$ cat config.mk
export PLATFORM = sky130hd
export DESIGN_NAME = alu_seq
export DESIGN_NICKNAME = d
export VERILOG_FILES = /design/src/rtl/alu_pkg.sv /design/src/rtl/alu.sv /design/src/rtl/alu_seq.sv
export SDC_FILE = /design/constraint.sdc
export NUM_CORES = 1
export LEC_CHECK = 0
export CORE_ASPECT_RATIO = 0.9
export CORE_MARGIN = 2
export CORE_UTILIZATION = 25
export DETAILED_ROUTE_END_ITERATION = 12
export HOLD_SLACK_MARGIN = 0.02
export MAX_ROUTING_LAYER = met4
export PLACE_DENSITY_LB_ADDON = 0.25
export REMOVE_ABC_BUFFERS = 1
export SLEW_MARGIN = 0
export SYNTH_ARGS = -nofsm -noshare
export SYNTH_HDL_FRONTEND = slang
export SYNTH_SLANG_ARGS = --single-unit
$ cat constraint.sdc
create_clock -name Clk -period 13 [get_ports Clk]
set_input_delay 2.6 -clock Clk [delete_from_list [all_inputs] [get_ports Clk]]
set_output_delay 2.6 -clock Clk [all_outputs]
set_load 0.005 [all_outputs]
$ cat src/rtl/alu_pkg.sv
// Shared ALU definitions: data width, opcodes, sequencer states and opcode classification.
// Pure declarations; no timing or flow-control behaviour.
package alu_pkg;
  localparam int W = 32;

  localparam logic [3:0] OP_ADD = 4'b0000;
  localparam logic [3:0] OP_SUB = 4'b0001;
  localparam logic [3:0] OP_AND = 4'b0010;
  localparam logic [3:0] OP_OR  = 4'b0011;
  localparam logic [3:0] OP_NOT = 4'b0100;
  localparam logic [3:0] OP_SRA = 4'b1000;
  localparam logic [3:0] OP_SLL = 4'b1001;
  localparam logic [3:0] OP_SRL = 4'b1010;
  localparam logic [3:0] OP_ROL = 4'b1100;
  localparam logic [3:0] OP_ROR = 4'b1101;

  typedef enum logic [1:0] {S_IDLE, S_RUN, S_DONE} state_t;

  function automatic logic is_shift(input logic [3:0] op);
    return op inside {OP_SRA, OP_SLL, OP_SRL, OP_ROL, OP_ROR};
  endfunction

  function automatic logic is_legal(input logic [3:0] op);
    return is_shift(op) || (op inside {OP_ADD, OP_SUB, OP_AND, OP_OR, OP_NOT});
  endfunction
endpackage

$ cat src/rtl/alu.sv
// Combinational 32-bit ALU; shift-class ops move by exactly one bit position.
// Zero latency, no flow control; illegal opcodes yield 0.
module alu
  import alu_pkg::*;
(
  input  logic [W-1:0] A,
  input  logic [W-1:0] B,
  input  logic [3:0]   Op,
  output logic [W-1:0] Y,
  output logic         Zero
);
  always_comb begin
    Y = '0;
    case (Op)
      OP_ADD:  Y = A + B;
      OP_SUB:  Y = A - B;
      OP_AND:  Y = A & B;
      OP_OR:   Y = A | B;
      OP_NOT:  Y = ~A;
      OP_SRA:  Y = $signed(A) >>> 1;
      OP_SLL:  Y = A << 1;
      OP_SRL:  Y = A >> 1;
      OP_ROL:  Y = {A[W-2:0], A[W-1]};
      OP_ROR:  Y = {A[0], A[W-1:1]};
      default: Y = '0;
    endcase
  end

  assign Zero = (Y == '0);
endmodule

$ cat src/rtl/alu_seq.sv
// Sequenced ALU: one ALU pass for logic/arith ops, ShAmt single-bit passes for shifts (DONE 1 or n edges after accept).
// Request accepted only in IDLE; the response is held in DONE until RspReady.
module alu_seq
  import alu_pkg::*;
(
  input  logic         Clk,
  input  logic         Resetn,
  input  logic         ReqValid,
  output logic         ReqReady,
  input  logic [W-1:0] A,
  input  logic [W-1:0] B,
  input  logic [3:0]   Op,
  input  logic [4:0]   ShAmt,
  output logic         RspValid,
  input  logic         RspReady,
  output logic [W-1:0] Result,
  output logic         Zero,
  output logic         Err,
  output logic         Busy
);
  state_t       state;
  logic [W-1:0] OpA, OpB;
  logic [3:0]   OpC;
  logic [4:0]   Cnt;
  logic [W-1:0] alu_y;
  logic         alu_zero_unused;

  alu u_alu (
    .A    (OpA),
    .B    (OpB),
    .Op   (OpC),
    .Y    (alu_y),
    .Zero (alu_zero_unused)
  );

  assign ReqReady = (state == S_IDLE) && Resetn;
  assign RspValid = (state == S_DONE);
  assign Busy     = (state != S_IDLE);

  always_ff @(posedge Clk or negedge Resetn) begin
    if (!Resetn) begin
      state  <= S_IDLE;
      OpA    <= '0;
      OpB    <= '0;
      OpC    <= '0;
      Cnt    <= '0;
      Result <= '0;
      Zero   <= 1'b1;
      Err    <= 1'b0;
    end else begin
      case (state)
        S_IDLE: begin
          if (ReqValid) begin
            OpA   <= A;
            OpB   <= B;
            OpC   <= Op;
            Cnt   <= is_shift(Op) ? ShAmt : 5'd1;
            state <= S_RUN;
          end
        end
        S_RUN: begin
          if (!is_legal(OpC)) begin
            Result <= '0;
            Zero   <= 1'b1;
            Err    <= 1'b1;
            state  <= S_DONE;
          end else if (Cnt == 5'd0) begin
            // zero-count shift: pass the captured operand through untouched
            Result <= OpA;
            Zero   <= (OpA == '0);
            Err    <= 1'b0;
            state  <= S_DONE;
          end else begin
            Cnt <= Cnt - 5'd1;
            if (is_shift(OpC)) OpA <= alu_y;
            if (Cnt == 5'd1) begin
              Result <= alu_y;
              Zero   <= (alu_y == '0);
              Err    <= 1'b0;
              state  <= S_DONE;
            end
          end
        end
        S_DONE: begin
          if (RspReady) state <= S_IDLE;
        end
        default: state <= S_IDLE;
      endcase
    end
  end
endmodule

==> results.txt, run 1 <==
Purpose: to document the outcome of synthesis and place and route.

Outcome
The run finished with clean final reports.

Final layout
Leaving out filler cells and counting taps, the final layout contains 1718. The core occupancy in the finished layout is 0.302. The layout has around 4000 filler cells. The final net count is between 1000 and 1500. The area added between synthesis and finish is 19.5%. The final standard cell area without fillers is approximately 11000 um^2. Per the final layout report, the fraction of cells sized above drive strength 1 comes to 0.0721. The largest registers in the layout are OpA (32), OpB (32), Result (32).

Die
The overall die area is between 30000 and 40000 um^2. Per the OpenROAD floorplan log, the area of the core is 37100 um^2. During I/O placement, the number of pins put on the boundary was 114. In this run the horizontal extent of the chip is around 210 um. The floorplan die height is 188 um. The share of the core area taken by cells at floorplan is 0.253.

Hold path
The report gives the cell count of the worst hold path as 2. The terminating pin of the worst hold path is Result[0]. The worst min-delay path category is reg -> reg. The launch point of the worst hold path is Result[0].

Setup path
The worst setup path is captured at an output port. The largest individual stage delay along the critical path comes from the cell clkdlybuf4s50_1. Per STA, the highest per-stage delay on the worst path measures around 0.5 ns. The critical path starts at Resetn.

Traced cell by cell, the critical path runs through buf_4 -> and2_1 -> clkdlybuf4s50_1. The data required time at the worst endpoint is 10.40 ns. The reg-to-reg startpoint is OpC[3].

Along the worst path, the maximum fanout reaches 3. The data arrival time of the critical path is roughly 3.4 ns. Per the timing report, the most critical flop-to-flop path finishes at Zero. For flop-to-flop paths, the worst setup slack is 7.19 ns. For reference, the most critical setup path is categorized as in -> out.

The worst setup path is launched from an input port.

Placement
The number of buffers added on ports is 113. After detailed placement, the design holds a cell count of between 1500 and 2000. The final weighted congestion in routability-driven placement is 0.949.

STA on the placed design reports a worst setup slack of 7.02 ns. The detailed placement HPWL is 27800 um. The placed instances occupy a cell area of around 11000 um^2.

Yosys
The cell area that synthesis handed to floorplanning was 9380 um^2. After synthesis, the design contains approximately 1200 cells according to Yosys. The post-synth register bit count is 109. The number of instances in the synthesized netlist is 1182.

The count of synthesis-stage warnings from yosys is 0. After synthesis, the netlist uses 83 different library cells. The mean post-synth cell area is ~7.9 um^2.

The register area share after synthesis is 0.291. Yosys mapped a number of flops with a built-in enable equal to 0. In the synthesized netlist the dominant register cell turns out to be dfrtp_1. For this run, asynchronously set or reset flops after synthesis account for 1.00. The chip area line in the Yosys stat output reads between 9000 and 10000 um^2.

CTS
The post-cts resize count is 0. The insertion delay of the later-clocked pin in the worst-skew pair is 0.38 ns. Per the CTS log, the buffer count on the longest clock path is 2.

The clock input transition at the sequential cells of the worst setup and hold paths is 0.08 ns. Post-CTS timing repair inserted 0 buffers for setup. The root cell of the clock tree is clkbuf_16.

In this run the number of H-tree levels came out at 3. The TritonCTS clock tree is yes. Buffers inserted during clock tree synthesis total 9. The post-cts hold buffer count is 0. The clock drives 109 sinks.

Job
The number of max-cap violations is 0. Summing over the stages, the warning tally comes to 29.

Timing
In the final timing run, aggregate negative setup slack is 0 ns. The final worst setup slack is 7.03 ns. The highest clock rate this design can be run at is 167 MHz. The slew check shows that the tightest pin keeps a relative margin of 0.212. The actual slew at the worst max-slew pin is 1.18 ns. The number of setup violations in the final report is 0.

For the finished layout, the period the worst path requires is 5.97 ns. The final max-slew violation count recorded for this run is 0. Dividing the final minimum period by the clock period gives 0.459. Setup repair after global routing left no endpoint under its margin.

After layout, the setup clock skew is reported as 0.00748 ns. The final worst hold slack is around 0.48 ns.

Global route
The number of antenna violations at the first check in global routing was 1. Per the GRT congestion report, total overflow comes to 0. For met2 alone, demand over resource in global routing was 0.298. The number of global-route vias before repair is 9034. Entering global routing, the biggest net connects between 60 and 70 pins. The first global-routing pass estimated 57300 um of wire. The met3 capacity usage during global routing is 0.0288. The layer flagged by global routing as most heavily used is met2.

Route
The first detailed-routing pass took 5 iterations. The DRC violation total left in the routed layout is recorded as 0. Detailed routing placed a total of 16300 um of wire on met2. The number of DRC markers after the initial detailed-route iteration is 815. After detailed routing, the met3 layer carries around 2100 um of wire. The remaining antenna violation count is 0. The uppermost layer routed is met4. The detail-routed via count per cell is 5.42.

The length of routed wiring on met1 is about 18000 um.
==> run 1: cells in the mapped netlist, drive strengths merged (4+ instances only) <==
library cell	count	area share
a22o	4	0.0037
o31ai	8	0.0064
or3	7	0.0047
inv	25	0.010
a211oi	23	0.018
a21oi	133	0.071
nor4	10	0.0089
nor3	23	0.012
o221ai	5	0.0047
a31oi	8	0.0053
a21o	29	0.023
nand2	112	0.045
a222oi	8	0.0085
a31o	4	0.0037
o41ai	4	0.0045
or2	4	0.0027
nand3	15	0.0080
xnor2	28	0.026
nand4	16	0.011
buf	25	0.015
xor2	19	0.018
and2	9	0.0060
clkbuf	75	0.030
and3	5	0.0033
mux2	33	0.040
nor2	117	0.047
ha	37	0.049
o211ai	12	0.0096
nand2b	13	0.0087
maj3	30	0.032
mux2i	26	0.028
a22oi	12	0.0096
or4	4	0.0036
nor2b	8	0.0053
a221oi	7	0.0065
o21ai	113	0.060
dfrtp	108	0.29
==> run 1: worst max path at each step <==
stage | endpoint | depth (start not counted)
3_5_place_dp | ReqReady | 3
5_1_grt | Zero | 16
2_1_floorplan | Zero | 15
4_1_cts | ReqReady | 3
6_report | ReqReady | 3
3_3_place_gp | ReqReady | 3
==> run 1: logic make-up (layout without fill, tap and decap cells) <==
| family | count (synthesis) | in the layout | share of synthesized area |
|---|---|---|---|
| AND-OR/OR-AND | 414 | 414 | 0.277 |
| XOR/XNOR | 47 | 47 | 0.0439 |
| adder cells (fa/ha/maj) | 68 | 68 | 0.0836 |
| buffers and inverters | 125 | 177 | 0.0556 |
| flip-flops | 109 | 109 | 0.291 |
| multiplexers | 59 | 59 | 0.0673 |
| other | 0 | 1 | 0 |
| AND/OR/NAND/NOR | 360 | 360 | 0.181 |
==> run 1: cells in the final DEF (no fill, tap or decap), drive strengths merged, types with 7 or more instances in the layout <==
cell type / instances
nand2: 112
nor2b: 8
a22oi: 12
clkbuf: 9
clkdlybuf4s50: 112
a31oi: 8
mux2i: 26
a21oi: 133
a221oi: 7
a21o: 29
and2: 9
maj3: 30
a211oi: 23
nor3: 23
o211ai: 12
o31ai: 8
ha: 37
nor4: 10
nand2b: 13
xnor2: 28
dfrtp: 108
o21ai: 113
inv: 27
mux2: 33
or3: 7
nand3: 15
buf: 24
xor2: 19
nor2: 117
a222oi: 8
nand4: 16
==> run 1: area by class of cell <==
type / instances / area [um^2] / area share
repair buffers: 136 / 1300 / 0.116
multi-input cells: 948 / 6160 / 0.549
flip-flops and latches: 109 / 2730 / 0.244
inverters: 25 / 93.8 / 0.00837
clock buffers: 9 / 225 / 0.0201
clock inverters: 7 / 96.3 / 0.00859
diodes: 1 / 2.50 / 0.000223
well taps: 483 / 604 / 0.0539
==> run 1: worst max-delay path: cells and delay by family <==
kind | cells | cell delay [ns]
buffers and inverters | 2 | 0.64
AND/OR/NAND/NOR | 1 | 0.14
run_1/congestion.png
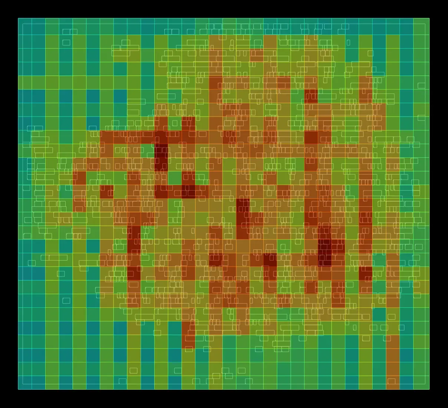
M1 GR Usage: 0.276
detail-routed net length per standard cell: 21.7 um

run_1/wires.png
Bar = 50 um. Two of the layers only.
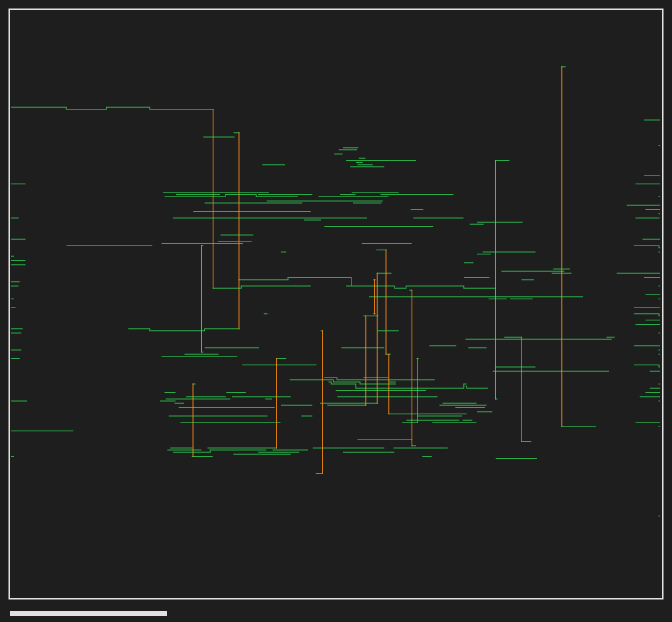
[metal 4] orange | wire length: 679 um
[metal 3] green | wire length: 2150 um
total via count in the routed design: 9304
Final Routed Wirelength: 37300 um
all-layer global routing usage: 0.197

run_1/layer_met1.png
Bar = 50 um.
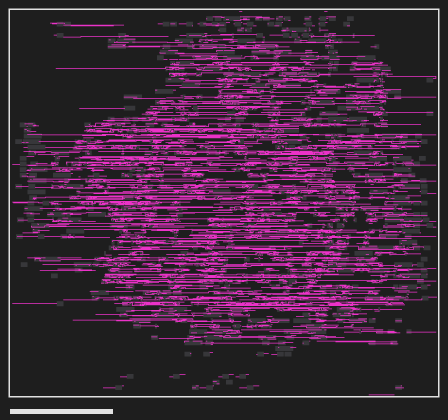
share of all routed wire: 49%
main direction: horizontal

## Run 2: what changed since run 1
==> constraint.sdc (replaced) <==
create_clock -name Clk -period 4.8 [get_ports Clk]
set_input_delay 0.96 -clock Clk [delete_from_list [all_inputs] [get_ports Clk]]
set_output_delay 0.96 -clock Clk [all_outputs]
set_load 0.005 [all_outputs]
==> run 2 against run 1 <==
Net effect: synthesized cell count unchanged; critical path type is now reg -> reg; flip-flop count unchanged; global-route usage increased by 0.61 points; utilization increased by 2.9 points; final area increased by 9.8%; largest cell class unchanged; worst hold slack about the same.
==> results.txt, run 2 <==
Purpose: to document the outcome of synthesis and place and route.

Outcome
Status: finished clean (unchanged).

Setup path
The combined buffer and inverter count along the critical path is 3 (was 2). The kind of critical path is reg -> reg (was in -> out). The data required time at the worst endpoint is 5.09 ns (was 10.40 ns).

The nature of the critical path endpoint is a register (was output port). Series of cell instances along the critical path: or4_4 -> nor4_4 -> buf_4 -> nand3b_1 -> nor2_1 -> buf_4 -> a21oi_1 -> xnor2_1 -> ha_1 -> buf_4 -> nand4_1 -> or2_2 -> nand2b_1 -> a211oi_1 -> nor2_2 -> a31o_1 -> a31o_2 -> nand4b_1 -> or4_4 -> o41ai_2 (was buf_4 -> and2_1 -> clkdlybuf4s50_1). The peak fanout along the critical path was 4 (was 3). The cell family contributing the most delay on the critical path is simple AND/OR/NAND/NOR gates (was buffers and inverters). The type of origin of the critical path is a register (was input port). The highest cell delay on the worst timing path is 0.56 ns (was 0.50 ns).

The data arrival time of the critical path is 5.05 ns (was 3.37 ns).

Final layout
The number of filler cells placed in the layout was 3970 (was 3969). The final net count is 1474 (was 1344). The most instantiated logic cell after routing is buf_4 (was a21oi_1). Most frequent cells in the layout: 154 x buf_4, 123 x a21oi_1, 114 x nor2_1, 112 x clkdlybuf4s50_1, 109 x nand2_1 (was 133 x a21oi_1, 116 x nor2_1, 112 x nand2_1, 112 x clkdlybuf4s50_1, 108 x o21ai_0). Largest regs: OpA (32), OpB (32), Result (32) (unchanged). The core occupancy in the finished layout is 0.331 (was 0.302).

The number of antenna diodes is 0 (was 1). The final standard cell area without fillers is 12300 um^2 (was 11200 um^2). The area added between synthesis and finish is 31.1% (was 19.5%). The final cell count without fillers is 1847 (was 1718).

Timing
RSZ-0062 raised after global routing: true (was false). The setup TNS is 0 ns (unchanged). The top achievable clock speed is approximately 210 MHz. Subtracting the final worst setup slack from the clock period gives 4.77 ns. The tightest slew margin relative to the limit is 0.184 (was 0.212). The setup skew after layout was 0.0104 ns (was 0.00748 ns). The final timing summary puts the cycle share of the worst path at 0.993. The final worst hold slack is 0.483 ns (about the same).

The number of setup violations in the final report was 0 (unchanged). The count of final hold-check violations is 0 (unchanged). The actual slew at the worst max-slew pin is 1.22 ns (was 1.18 ns). The total count of max-transition violations in the final report is 0 (unchanged).

Route
The number of DRC markers after the initial detailed-route iteration was 934 (was 815). The detail-routed via count per cell was 5.32 (was 5.42). The uppermost layer routed is met4 (unchanged).

The remaining antenna violation count came to 0 (unchanged). The vias after detailed routing is 9825 (was 9304). The length of routed wiring on met1 is 18300 um (was 18200 um). The number of iterations in the first detailed-routing pass is 7 (was 5).

The final wirelength came to 38500 um (was 37300 um). The routed length on met3 came to 2610 um (was 2150 um). The routed length on met2 is 16800 um (was 16300 um). The average wire length per cell after detail routing is 20.8 um (was 21.7 um).

Placement
The count of placed standard cells including taps came to 1824 (was 1701). The number of buffers added on ports was 113 (unchanged). The detailed placement HPWL was 29300 um (was 27800 um). The final weighted congestion in routability-driven placement is 0.923 (was 0.949). The placed standard-cell area is 11800 um^2 (was 10900 um^2).

Yosys
The async set-reset flop share out of synthesis was 1.00 (unchanged). The cell with the most instances after synthesis is a21oi_1 (unchanged). The number of flip-flops and latches in the synthesized netlist was 109 (unchanged). The main flop type is dfrtp_1 (unchanged).

The count of synthesis-stage warnings from yosys was 0 (unchanged). The post-synthesis instance area came to 9380 um^2 (unchanged). The top cell type's share of synthesized area came to 0.288 (unchanged).

List of most frequent post-synthesis cells: 133 x a21oi_1, 117 x nor2_1, 112 x nand2_1 (unchanged). The yosys-reported design area after synthesis came to 9380 um^2 (unchanged). The number of instances in the synthesized netlist is 1182 (unchanged). Top area cell types: dfrtp_1 29%, a21oi_1 7.1%, o21ai_0 5.8% (unchanged).

Global route
The first-pass GRT wire length is 59300 um (was 57300 um). The total congestion overflow after global routing is 0 (unchanged). The number of global-route vias before repair is 9568 (was 9034). The overall global routing resource usage is 0.203 (was 0.197). The number of antenna violations at the first check in global routing is 0 (was 1).

The pin count of the biggest net entering global routing is 65 (unchanged).

Die
The overall die width is 208 um (unchanged). The area of the core region was 37100 um^2 (unchanged). The floorplan core density is 0.253 (unchanged). The overall die area is 39100 um^2 (unchanged). The number of I/O pins is 114 (unchanged). The floorplan die height is 188 um (unchanged).

Job
The number of max-cap violations is 0 (unchanged). The number of warnings in the stage logs is 30 (was 29).

CTS
The buffer depth of the longest clock path is 2 (unchanged). The insertion delay of the later-clocked pin in the worst-skew pair was 0.38 ns (about the same). The root cell of the clock tree is clkbuf_16 (unchanged).

The TritonCTS clock tree is yes (unchanged). The number of sinks handled by clock tree synthesis is 109 (unchanged). The total clock buffers created by CTS came to 9 (unchanged).

Hold path
The worst min-delay path category is reg -> reg (unchanged). The cell depth of the worst hold path is 2 (unchanged).
## run 2: kinds of logic after synthesis
family	count (synthesis)	share of synthesized area
buffers and inverters	125	0.0556
AOI/OAI and AO/OA	414	0.277
adders and majority gates	68	0.0836
xor gates and xnor gates	47	0.0439
DFF	109	0.291
and+or+nand+nor	360	0.181
muxes	59	0.0673
## run 2: cell type report
cell class / count / area (um^2) / share of cell area
clock buffers: 9 / 225 / 0.0183
clock inverters: 7 / 77.6 / 0.00631
inverters: 25 / 93.8 / 0.00763
multi-input cells: 948 / 6300 / 0.512
flip-flops and latches: 109 / 2730 / 0.222
well taps: 483 / 604 / 0.0491
repair buffers: 266 / 2280 / 0.185
## run 2: per-stage QoR
stage	worst slack (ns)
floorplan	-1.52
global placement	-0.0583
detailed placement	-0.0248
CTS	0.000369
global route	-0.215
finish	0.0327
## run 2: final timing paths
| kind | from | endpoint | slack (ns) |
|---|---|---|---|
| worst max-delay path | OpB[4] | Zero | 0.03 |
| worst min-delay path | Result[12] | Result[12] | 0.48 |
| worst max register to register | OpB[4] | Zero | 0.03 |
| worst min register to register | Result[12] | Result[12] | 0.48 |
| max in group asynchronous | Resetn | OpA[21] | 2.72 |
| min in group asynchronous | Resetn | Cnt[3] | 0.81 |
## run 2: timing repair
action | CTS | global route
cloned | 0 | 0
buffers inserted | 5 | 2
pin swaps | 7 | 11
resized | 10 | 34
setup endpoints to repair | 1 | 16
## run 2: metal layers
layer  up-vias  track usage
met4         0       0.0515
met3        53       0.0389
met1      4730        0.279
met5         -            -
met2       354        0.305
li1       4688            -
## run 2: worst register-to-register path: stages (launching register included)
cell      delay, ns
dfrtp_1        0.39
or4_4          0.56
nor4_4         0.14
buf_4          0.16
nand3b_1       0.11
nor2_1         0.13
buf_4          0.15
a21oi_1        0.07
xnor2_1        0.13
ha_1           0.32
buf_4          0.14
nand4_1        0.17
or2_2          0.35
nand2b_1       0.15
a211oi_1       0.27
nor2_2         0.10
a31o_1         0.22
a31o_2         0.22
nand4b_1       0.19
or4_4          0.51
o41ai_2        0.20
run_2/detail.png
Bar = 5 um. Region (146, 131) to (166, 151) um. Cells in gray, sequential cells in the stronger gray; small squares are vias.
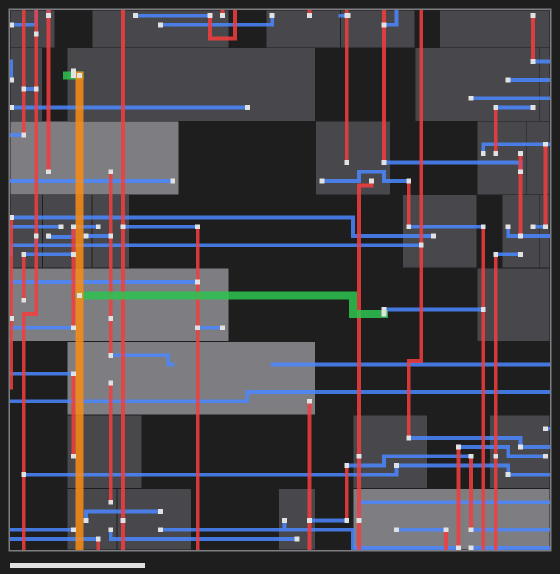
[metal 3] green
[metal 4] orange
[metal 2] red
[metal 1] blue
cells with their middle in the window: 23
sequential cells in the window: 4
netlist names of flops here include: OpA (2), OpC (2)
most frequent: buf_4 (5), dfrtp_1 (4)

